--- src/rtl/mac_accum_pkg.sv ---
// Shared defaults for the multiply-accumulate block: operand/accumulator widths,
// group length and the default-width accumulator clamp limits.
package mac_pkg;

    localparam int DEF_DATA_W = 8;
    localparam int DEF_ACC_W  = 20;
    localparam int DEF_GROUP  = 3;

    localparam logic signed [DEF_ACC_W-1:0] ACC_MAX = {1'b0, {(DEF_ACC_W-1){1'b1}}};
    localparam logic signed [DEF_ACC_W-1:0] ACC_MIN = {1'b1, {(DEF_ACC_W-1){1'b0}}};

endpackage

--- src/rtl/mac_accum_sat_add.sv ---
// Signed saturating adder: clamps the sum to the representable ACC_W range and
// flags when clamping happened.
module sat_add
    import mac_pkg::*;
#(
    parameter int ACC_W = DEF_ACC_W
) (
    input  logic signed [ACC_W-1:0] i_a,
    input  logic signed [ACC_W-1:0] i_b,
    output logic signed [ACC_W-1:0] o_sum,
    output logic                    o_sat
);

    localparam logic signed [ACC_W-1:0] W_MAX = {1'b0, {(ACC_W-1){1'b1}}};
    localparam logic signed [ACC_W-1:0] W_MIN = {1'b1, {(ACC_W-1){1'b0}}};

    logic [ACC_W:0] w_wide;

    assign w_wide = {i_a[ACC_W-1], i_a} + {i_b[ACC_W-1], i_b};

    // Overflow shows as disagreement between the guard bit and the result sign.
    always_comb begin
        o_sat = w_wide[ACC_W] ^ w_wide[ACC_W-1];
        o_sum = w_wide[ACC_W-1:0];
        if (o_sat) begin
            o_sum = w_wide[ACC_W] ? W_MIN : W_MAX;
        end
    end

endmodule

--- src/rtl/mac_accum.sv ---
// Two-stage signed multiply-accumulate: registered product, then a saturating
// group accumulator that reports each finished group when the next one loads.
module mac_accum
    import mac_pkg::*;
#(
    parameter int DATA_W = DEF_DATA_W,
    parameter int ACC_W  = DEF_ACC_W,
    parameter int GROUP  = DEF_GROUP
) (
    input  logic                     clk,
    input  logic                     reset,
    input  logic                     adder_bypass,
    input  logic signed [DATA_W-1:0] a,
    input  logic signed [DATA_W-1:0] b,
    output logic signed [ACC_W-1:0]  acc_out,
    output logic                     out_valid,
    output logic                     out_sat,
    output logic                     len_err
);

    localparam int P_W   = 2 * DATA_W;
    localparam int CNT_W = $clog2(GROUP + 2);
    localparam logic [CNT_W-1:0] CNT_GRP = CNT_W'(GROUP);
    localparam logic [CNT_W-1:0] CNT_MAX = CNT_W'(GROUP + 1);

    logic signed [P_W-1:0]   r_p;
    logic                    r_byp;
    logic signed [ACC_W-1:0] r_acc;
    logic                    r_sat_flag;
    logic [CNT_W-1:0]        r_term_cnt;
    logic                    r_started;
    logic signed [ACC_W-1:0] r_acc_out;
    logic                    r_out_valid;
    logic                    r_out_sat;
    logic                    r_len_err;

    logic signed [P_W-1:0]   w_a_ext;
    logic signed [P_W-1:0]   w_b_ext;
    logic signed [ACC_W-1:0] w_ext;
    logic signed [ACC_W-1:0] w_sum;
    logic                    w_sat;

    // Operands widened first so the low P_W bits of the product are exact.
    assign w_a_ext = {{DATA_W{a[DATA_W-1]}}, a};
    assign w_b_ext = {{DATA_W{b[DATA_W-1]}}, b};
    assign w_ext   = {{(ACC_W-P_W){r_p[P_W-1]}}, r_p};

    always_ff @(posedge clk or posedge reset) begin
        if (reset) begin
            r_p   <= '0;
            r_byp <= 1'b0;
        end else begin
            r_p   <= w_a_ext * w_b_ext;
            r_byp <= adder_bypass;
        end
    end

    sat_add #(
        .ACC_W (ACC_W)
    ) u_sat_add (
        .i_a   (r_acc),
        .i_b   (w_ext),
        .o_sum (w_sum),
        .o_sat (w_sat)
    );

    // A load both closes the previous group (report) and opens the next one.
    always_ff @(posedge clk or posedge reset) begin
        if (reset) begin
            r_acc       <= '0;
            r_sat_flag  <= 1'b0;
            r_term_cnt  <= '0;
            r_started   <= 1'b0;
            r_acc_out   <= '0;
            r_out_valid <= 1'b0;
            r_out_sat   <= 1'b0;
            r_len_err   <= 1'b0;
        end else begin
            r_out_valid <= 1'b0;
            if (r_byp) begin
                if (r_started) begin
                    r_acc_out   <= r_acc;
                    r_out_sat   <= r_sat_flag;
                    r_len_err   <= (r_term_cnt != CNT_GRP);
                    r_out_valid <= 1'b1;
                end
                r_acc      <= w_ext;
                r_sat_flag <= 1'b0;
                r_term_cnt <= CNT_W'(1);
                r_started  <= 1'b1;
            end else if (r_started) begin
                r_acc      <= w_sum;
                r_sat_flag <= r_sat_flag | w_sat;
                if (r_term_cnt != CNT_MAX) begin
                    r_term_cnt <= r_term_cnt + CNT_W'(1);
                end
            end
        end
    end

    assign acc_out   = r_acc_out;
    assign out_valid = r_out_valid;
    assign out_sat   = r_out_sat;
    assign len_err   = r_len_err;

endmodule
--- config.mk ---
export PLATFORM = sky130hd
export DESIGN_NAME = mac_accum
export DESIGN_NICKNAME = d
export VERILOG_FILES = /design/src/rtl/mac_accum_pkg.sv /design/src/rtl/mac_accum_sat_add.sv /design/src/rtl/mac_accum.sv
export SDC_FILE = /design/constraint.sdc
export NUM_CORES = 1
export LEC_CHECK = 0
export ABC_AREA = 1
export CAP_MARGIN = 20
export CORE_ASPECT_RATIO = 1.4
export CORE_MARGIN = 3
export CORE_UTILIZATION = 55
export CTS_BUF_LIST = sky130_fd_sc_hd__clkbuf_8
export DETAILED_ROUTE_END_ITERATION = 8
export GPL_TIMING_DRIVEN = 0
export MAX_ROUTING_LAYER = met4
export PLACE_DENSITY_LB_ADDON = 0.15
export SYNTH_ARGS = -nofsm -noshare
export SYNTH_HDL_FRONTEND = slang
export SYNTH_SLANG_ARGS = --single-unit
--- constraint.sdc ---
create_clock -name clk -period 2.55 [get_ports clk]
set_input_delay 0.51 -clock clk [delete_from_list [all_inputs] [get_ports clk]]
set_output_delay 0.51 -clock clk [all_outputs]
set_load 0.02 [all_outputs]
**Power grid**

The bar under the picture is 20 um long. Pins as bars on the die edge. Tap cells in grey.
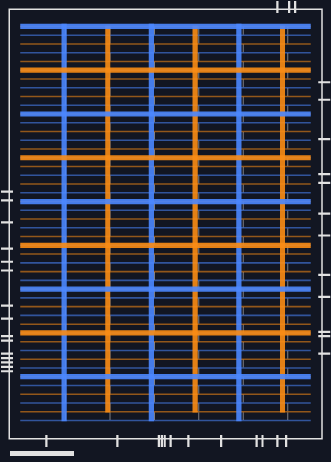
VSS: in blue. VDD: in orange.
42 signal pins sit on the boundary. 9 straps on met5. 46 met1 rails follow the rows.

**Cell classes on the final placement**

The bar under the picture is 20 um long.
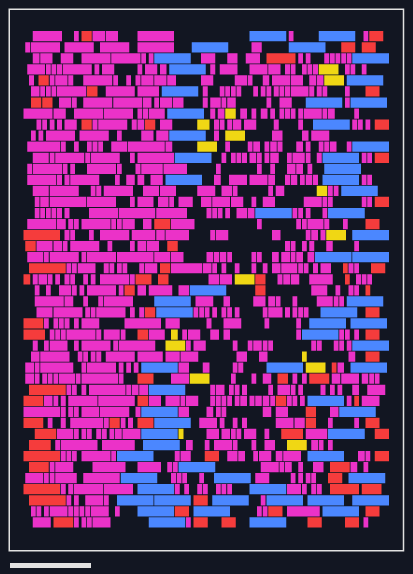
other buffers and delay cells: in red, cells 77, share of their area 11%. clock drivers and dummy loads: in yellow, cells 16, share of their area 2.2%. flip-flops: in blue, cells 65, share of their area 21%. all other logic: in magenta, cells 718, share of their area 66%.

==> flow_metrics.env <==
# flow metrics
export IMPL_comb_power_share_pct=76.2
export IMPL_grt_max_degree=39
export IMPL_min_from="b[0]"
export IMPL_fp_dieH_um=133
export IMPL_pre_cts_ws_ns=-2.09
export IMPL_yosysCellCount=808
export IMPL_grt_pass1_vias=5516
export IMPL_routed_via_density=5.12
export IMPL_synth_flops=65
export IMPL_internal_power_w=0.00556
export IMPL_skew_ns=0.0131
export IMPL_setup_tns_ns=-9.99
export IMPL_layout_top_cell="nand2_1"
export IMPL_critical_path_class="in -> reg"
export IMPL_finalNonFillerCells=1017
export IMPL_cp_top_family="adder cells"
export IMPL_post_route_util_pct=71.6
export IMPL_top_cell="nand2_1"
export IMPL_syn_inst=808
export IMPL_ys_sh_adder_pct=28.0
export IMPL_powerComb_w=0.00850
export IMPL_dieArea_mm2=0.0129
export IMPL_common_cells="nand2_1, inv_1, dfrtp_1, fa_1, ha_1"
export IMPL_slew_violations=0
export IMPL_hold_depth=3
export IMPL_synth_top_cell_area_share_pct=25.7
export IMPL_dr_pass1_iters=5
export IMPL_syn_nets=935
export IMPL_worst_path_stages=19
export IMPL_cts_root_buf="clkbuf_8"
export IMPL_grt_usage_pct=25.3
export IMPL_hold_slack_ns=0.435
export IMPL_drt_initial_drc_count=160
export IMPL_max_slew_margin_rel_pct=59.9
export IMPL_cp_common_cell="fa_1"
export IMPL_grt_overflow_total=0
export IMPL_violations="setup timing"
export IMPL_startpoint="a[7]"
export IMPL_drc_errors=0
export IMPL_pg_clk_w=0.000790
export IMPL_ir_drop_mv=0.491
export IMPL_top_layer="met4"
export IMPL_core_mm2=0.0110
export IMPL_switching_share_pct=50.2
export IMPL_grtUsageMet1_pct=25.9
export IMPL_htreeDepth=3
export IMPL_ys_seq_share_pct=25.7
export IMPL_grt_busiest_layer="met2"
export IMPL_hold_viol=0
export IMPL_yosysWarnings=0
export IMPL_crit_path_max_incr_delay_ns=0.53
export IMPL_yosysTopAreaCell="dfrtp_1"
export IMPL_routed_wl_um=15500
export IMPL_power_sequential_w=0.00186
export IMPL_ys_chip_area_mm2=0.00633
export IMPL_reg2regPathDepth=11
export IMPL_p_total_w=0.0112
export IMPL_hpwl_um=12100
export IMPL_startpoint_type="input port"
export IMPL_synth_avg_cell_area_um2=7.83
export IMPL_critPathSlowestCell="fa_1"
export IMPL_cts_sinks=65
export IMPL_cts_tree="built"
export IMPL_cp_required_ns=2.79
export IMPL_power_leader="combinational logic"
export IMPL_setup_viol=11
export IMPL_grt_antenna_before_repair=0
export IMPL_async_reset_ff_share_pct=100
export IMPL_areaGrowthSynthToFinish_pct=24.9
export IMPL_tightest_slew_ns=0.601
export IMPL_synth_cell_types=35
export IMPL_end_kind="register"
export IMPL_netlist_area_mm2=0.00633
export IMPL_insertion_delay_ns=0.36
export IMPL_cp_data_arrival_time_ns=3.98
export IMPL_hold_class="in -> reg"
export IMPL_warnings=30
export IMPL_simple_gate_share_pct=21.9
export IMPL_diodes=0
export IMPL_place_area_mm2=0.00711
export IMPL_clk_pin_slew_ns=0.07
export IMPL_clockBufferDepth=2
export IMPL_path_cells="clkbuf_16, nand2_4, inv_4, fa_1, inv_2, fa_1, inv_2, fa_1, inv_1, fa_1, inv_2, ha_4, nand2_2, nand2_2, a21oi_2, o21ai_2, nand3_1, nand2_1, xor2_1"
export IMPL_synthMuxAreaShare_pct=0
export IMPL_setup_slack_ns=-1.20
export IMPL_synthFlopType="dfrtp_1"
export IMPL_crit_buf_inv=6
export IMPL_dp_cells=976
export IMPL_port_buffers=26
export IMPL_outcome="complete, but fails checks"
export IMPL_clkPwrFrac_pct=7.1
export IMPL_vias=5208
export IMPL_xor_area_share_pct=4.70
export IMPL_critical_path_max_fanout=7
export IMPL_netSwitchingPower_w=0.00559
export IMPL_seq_power_share_pct=16.7
export IMPL_cellPowerDensity_mw_per_mm2=1410
export IMPL_topCombFamilyByArea="adder cells"
export IMPL_max_freq_ghz=0.267
export IMPL_lay_top_cells="nand2_1, inv_1, dfrtp_1"
export IMPL_numCtsBuffers=9
export IMPL_reg2reg_to="r_acc[4]$_DFFE_PP0P_"
export IMPL_cts_hold_buf=0
export IMPL_worstSetupEndpoint="r_p[13]$_DFF_PP0_"
export IMPL_finalCriticalPeriod_ns=3.75
export IMPL_worstHoldEndpoint="r_p[0]$_DFF_PP0_"
export IMPL_wl_met3_um=332
export IMPL_reg2reg_slack_ns=0.18
export IMPL_postRouteAntennaNets=0
export IMPL_grt_util_met2_pct=48.3
export IMPL_num_rows=45
export IMPL_die_w_um=96.7
export IMPL_leakage_nw=4.21
export IMPL_min_period_over_period_pct=147
export IMPL_drv_cap=0
export IMPL_wl_met2_um=8800
export IMPL_fp_utilization_pct=57.4
export IMPL_place_congestion=0.905
export IMPL_layout_drive_gt1_share_pct=21.5
export IMPL_grtUsageMet3_pct=3.48
export IMPL_r2r_start="r_p[15]$_DFF_PP0_"
export IMPL_rsz0062_at_grt="yes"
**Clock wires, drivers and flops**

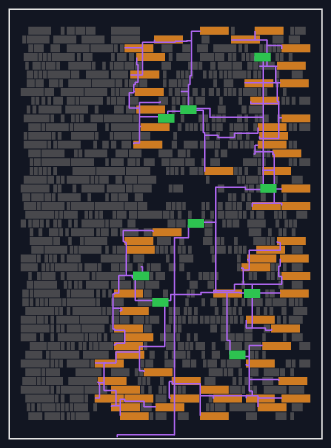
clock wires: in purple, length 938 um. cells driving clock nets: in green, count 9. flip-flops: in orange, count 65.
There are 10 routed clock nets.

-- layout make-up --
type / instances / area [um^2]
inverter: 170 / 643
timing repair buffer: 52 / 480
buffer: 25 / 364
fill: 881 / 3130
multi-input combinational: 548 / 4440
sequential: 65 / 1630
clock buffer: 10 / 138
tap: 141 / 176
clock inverter: 6 / 36.3
-- repair_timing --
action	in CTS	in global routing
gates resized	50	64
pin swaps	31	33
setup buffers	15	11
endpoints found under the setup margin	22	31
-- worst min-delay path, stage by stage --
cell and delay (ns):
clkbuf_16 0.13, nand2_1 0.07, inv_1 0.05
-- registers in the layout (all words and copies together), names as in the netlist --
signal / cells
r_p: 16
r_started: 1
out_valid: 1
acc_out: 20
r_byp: 1
out_sat: 1
len_err: 1
r_sat_flag: 1
r_term_cnt: 3
r_acc: 20
